class_map.png
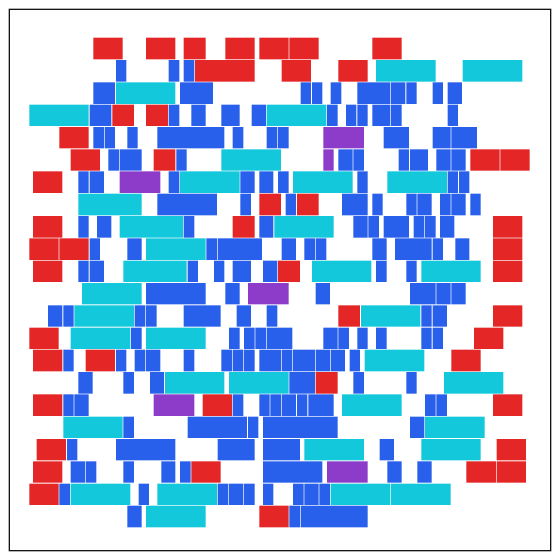
floorplan.png
The bar under the picture is 20 um long. Pins as bars on the die edge. Tap cells in gray.
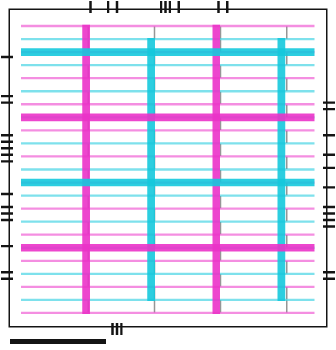
clock_nets.png
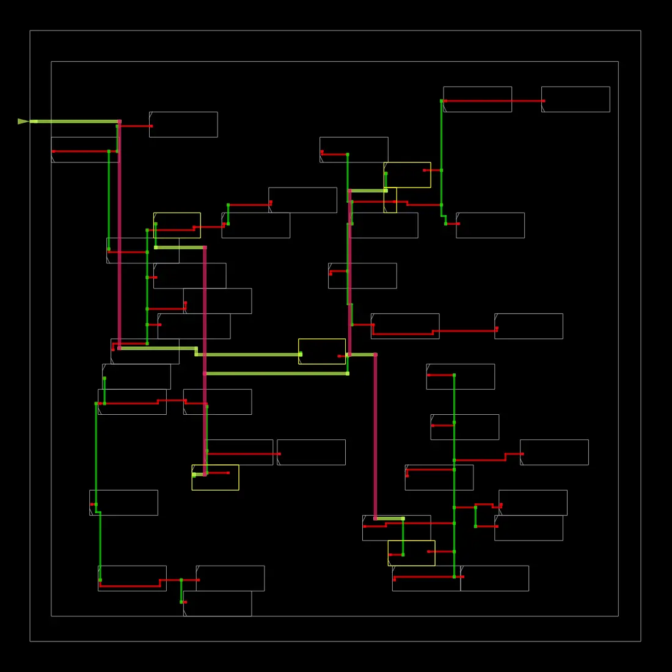
`src/rtl/multi_adder_pipe.sv`:
```
// multi_adder_pipe: two-stage pipelined adder of N unsigned W-bit operands.
// Stage 1 registers the operands. Stage 2 registers the sum with overflow
// and an optional saturation. The design uses valid/ready handshakes on
// both sides and keeps a saturating count of delivered overflow results.
module multi_adder_pipe #(
    parameter int W   = 6,
    parameter int N   = 3,
    parameter int SAT = 0,
    parameter int CW  = 8
) (
    input  logic           clk,
    input  logic           rst,
    input  logic [N*W-1:0] in_data,
    input  logic           in_valid,
    output logic           in_ready,
    output logic [W-1:0]   sum_s,
    output logic           out_valid,
    input  logic           out_ready,
    output logic           ovf,
    output logic [CW-1:0]  ovf_cnt
);

    // The sum of N values of 2^W-1 always fits in this many bits.
    localparam int FW = W + $clog2(N);

    logic           s1_valid;
    logic [N*W-1:0] s1_data;
    logic           s2_load;
    logic           out_xfer;
    logic [FW-1:0]  sum_full;
    logic           sum_ovf;
    logic [W-1:0]   sum_next;

    // Stage 2 advances when it holds a result that is being taken, or when it is empty.
    assign s2_load  = s1_valid && (!out_valid || out_ready);
    assign in_ready = (!s1_valid || s2_load) && !rst;
    assign out_xfer = out_valid && out_ready;

    // Full-width sum of the registered operands.
    always_comb begin
        // NOTE: sum_full gets a default before the loop, so no latch is inferred.
        sum_full = '0;
        for (int k = 0; k < N; k++) begin
            sum_full = sum_full + FW'(s1_data[k*W +: W]);
        end
    end

    // Overflow detection and result selection (wrap or saturate).
    always_comb begin
        sum_ovf  = |sum_full[FW-1:W];
        sum_next = sum_full[W-1:0];
        if (SAT != 0 && sum_ovf) begin
            sum_next = {W{1'b1}};
        end
    end

    // Stage 1: capture the operands on an input transfer. Clear when stage 2 drains it.
    always_ff @(posedge clk) begin
        if (rst) begin
            // NOTE: non-blocking assignments for all registered state, so every flop sees pre-edge values.
            s1_valid <= 1'b0;
            s1_data  <= '0;
        end else if (in_valid && in_ready) begin
            s1_valid <= 1'b1;
            s1_data  <= in_data;
        end else if (s2_load) begin
            s1_valid <= 1'b0;
        end
    end

    // Stage 2: register the result. Hold while stalled. Drop valid once it is delivered.
    always_ff @(posedge clk) begin
        if (rst) begin
            sum_s     <= '0;
            ovf       <= 1'b0;
            out_valid <= 1'b0;
        end else if (s2_load) begin
            sum_s     <= sum_next;
            ovf       <= sum_ovf;
            out_valid <= 1'b1;
        end else if (out_xfer) begin
            out_valid <= 1'b0;
        end
    end

    // Count delivered overflow results. The count stops at all-ones instead of wrapping.
    always_ff @(posedge clk) begin
        if (rst) begin
            ovf_cnt <= '0;
        end else if (out_xfer && ovf && (ovf_cnt != {CW{1'b1}})) begin
            ovf_cnt <= ovf_cnt + 1'b1;
        end
    end

endmodule

```
`config.mk`:
```
export PLATFORM = sky130hd
export DESIGN_NAME = multi_adder_pipe
export DESIGN_NICKNAME = d
export VERILOG_FILES = /design/src/rtl/multi_adder_pipe.sv
export SDC_FILE = /design/constraint.sdc
export NUM_CORES = 1
export LEC_CHECK = 0
export ABC_AREA = 1
export CAP_MARGIN = 15
export CORE_MARGIN = 2
export CORE_UTILIZATION = 45
export CTS_CLUSTER_DIAMETER = 120
export DETAILED_ROUTE_END_ITERATION = 7
export HOLD_SLACK_MARGIN = 0.05
export PLACE_DENSITY_LB_ADDON = 0.08
export SYNTH_ARGS = -nofsm -noshare
export SYNTH_HDL_FRONTEND = slang
export SYNTH_SLANG_ARGS = --single-unit
```
`constraint.sdc`:
```
create_clock -name clk -period 2.1 [get_ports clk]
set_clock_uncertainty 0.15 [all_clocks]
set_input_delay 0.42 -clock clk [delete_from_list [all_inputs] [get_ports clk]]
set_output_delay 0.42 -clock clk [all_outputs]
set_load 0.03 [all_outputs]
```
==> results.yml <==
# generated from flow reports
synth:
  async_flop_share_pct: 0
  syn_nets: 253
  syn_inst: 218
  top_area_cell: "dfxtp_1"
  area_leaders: "dfxtp_1, nand2_1, fa_1, o21ai_0, inv_1"
  yosysMostFrequentCell: "nand2_1"
  numSynthFlops: 35
  yosysCellCount: 218
  common_cells: "nand2_1, dfxtp_1, o21ai_0"
  xor_share_pct: 3.56
  yosys_warnings: 0
  enable_flop_cells: 0
  synth-main-ff-cell: "dfxtp_1"
  aoi_share_pct: 13.0
  logic_family: "simple AND/OR/NAND/NOR gates"
  yosys.area_share.simple_pct: 22.4
  mux_share_pct: 0
  syn_area_um2: 1720
  adder_share_pct: 12.5
  top_area_share_pct: 40.6
  ys_seq_share_pct: 40.6
  yosys_area_um2: 1720
  synth_area_per_cell_um2: 7.91
  synthDistinctLibCells: 27
clock_network:
  ctsResizeCount: 6
  tritoncts: "built"
  clock_latency_ns: 0.29
  ctsHoldBuffers: 0
  htree_levels: 2
  clk_pin_slew_ns: 0.06
  cts_setup_buffers: 1
  cts_root_buffer: "clkbuf_8"
  clockBufferDepth: 2
final_layout:
  seq_area_share_pct: 30.7
  signal_buffers: 48
  logic_area_um2: 906
  layout-drive-gt1-share_pct: 11.7
  finalNonFillerCells: 314
  nets: 302
  fin_util_pct: 62.7
  buf_share_pct: 20.3
  final_cell_mix: "nand2_1, clkdlybuf4s50_1, dfxtp_1, o21ai_0, inv_1"
  inv_count: 23
  final_area_um2: 2300
  final.clkbuf_count: 6
  final_common_cell: "nand2_1"
  register_area_um2: 704
  diodes: 0
  clockNetworkAreaShare_pct: 3.16
  logic_gate_count: 154
  area_growth_pct: 33.2
  fillers: 339
  comb_area_share_pct: 39.4
  largestClassByArea: "logic gates"
setup_path:
  crit_path_end: "ovf$_SDFFE_PP0P_"
  crit_path_start: "s1_data[13]$_SDFFE_PP0P_"
  cp-end-kind: "register"
  arrival_ns: 2.34
  path_cells: "fa_1 -> ha_2 -> inv_2 -> fa_2 -> nand3b_1 -> nand2_1 -> nand2_1 -> nand3_1 -> nand3_1 -> a21oi_1"
  reg2reg_slack_ns: -0.16
  start_kind: "register"
  critPathKind: "register to register"
  r2r_start: "s1_data[13]$_SDFFE_PP0P_"
  r2r_end: "ovf$_SDFFE_PP0P_"
  worst_path_max_delay_cell: "fa_1"
  max_stage_delay_ns: 0.55
  r2r_cells: 10
  worstPathMaxFanout: 2
  critPathRequiredTime_ns: 2.17
grt:
  overflow: 0
  grt_pass1_vias: 1392
  grt_usage_pct: 18.5
  grt_max_degree: 37
  grt_pass1_wl_um: 6060
  antenna_found_initial: 0
placed_design:
  port_buffers: 38
  gp_congestion: 0.877
  dpl-instance-area_um2: 2190
  dp_slack_ns: -0.118
  dp_cells: 306
  dpl.hpwl_um: 2570
power:
  p_sw_mw: 0.398
  pg_clk_mw: 0.440
  powerDensity_nw_per_um2: 639
  maxPowerGroup: "registers"
  power.internal_mw: 1.07
  p_seq_share_pct: 49.6
  leakagePower_nw: 0.947
  p_comb_share_pct: 20.5
  pg_comb_mw: 0.301
  clkPwrFrac_pct: 29.9
  max-vdd-ir-drop_mv: 0.401
  seq_power_mw: 0.728
  swShare_pct: 27.1
  finalPower_mw: 1.47
floorplanning:
  die_h_um: 65.9
  die_w_um: 65.9
  fp_util_pct: 47.1
  nWellTaps: 48
  ios: 39
  rows: 22
  core_um2: 3660
  die_area_um2: 4340
sta:
  layout_setup_ws_ns: -0.162
  max_freq_mhz: 442
  hold_slack_ns: 0.328
  worst_slew_pin_slew_ns: 0.308
  rsz0062_at_grt: "true"
  setup-tns-final_ns: -0.258
  hold_viol_final: 0
  finalMaxSlewViolations: 0
  post-route-min-period_ns: 2.26
  min_period_over_period_pct: 108
  setup_viol: 2
  relSlewSlack_pct: 79.4
hold_path:
  hold_depth: 2
  hold_path_class: "register to register"
  hold_end: "out_valid$_SDFFE_PP0P_"
  hp-start: "s1_valid$_SDFFE_PP0P_"
outcome:
  violations: "negative setup slack"
  outcome: "complete, but fails checks"
drt:
  vias_per_cell: 4.68
  drt_first_pass_iters: 4
  post_drt_wl_per_cell_um: 11.3
  via_count: 1471
  wirelength_um: 3550
  drc: 0
  ant_nets: 0
  drt_iter0_drc: 53
run:
  warnings: 29
  cap_viol_max_count: 0
## Picture notes: class_map.png
color	class	cells	share of their area
blue	remaining logic cells	177	44%
red	remaining buffers and delay cells	48	21%
cyan	registers	35	31%
purple	clock drivers and dummy loads	6	3.2%

## Picture notes: floorplan.png
color	net
magenta	VSS
cyan	VDD
signal pins	39
met5 straps	4
met1 rails	23

## Picture notes: clock_nets.png
total CTS buffers: 5
flop count: 35
clk sinks: 35

[worst max-delay path, delay by kind of cell, from the launching register on]
family | cells | cell delay [ns]
DFF | 1 | 0.33
AOI/OAI and AO/OA | 1 | 0.12
buffers and inverters | 1 | 0.05
adders and majority gates | 3 | 1.08
and+or+nand+nor | 5 | 0.47
[routing by layer]
| metal | share of wire (%) | wire, um | global-route usage, % |
|---|---|---|---|
| met1 | 47 | 1680 | 22.9 |
| met2 | 46 | 1640 | 29.4 |
| met3 | 4.2 | 148 | 4.09 |
| met4 | 2.4 | 84 | 10.9 |
| met5 | 0 | 0 | 0 |
[registers in the layout (all words and copies together) (netlist names)]
| signal | cells |
|---|---|
| ovf_cnt | 8 |
| sum_s | 6 |
| ovf | 1 |
| out_valid | 1 |
| s1_data | 18 |
| s1_valid | 1 |
Power figures rest on the tool's default switching activity, not on a simulated workload.
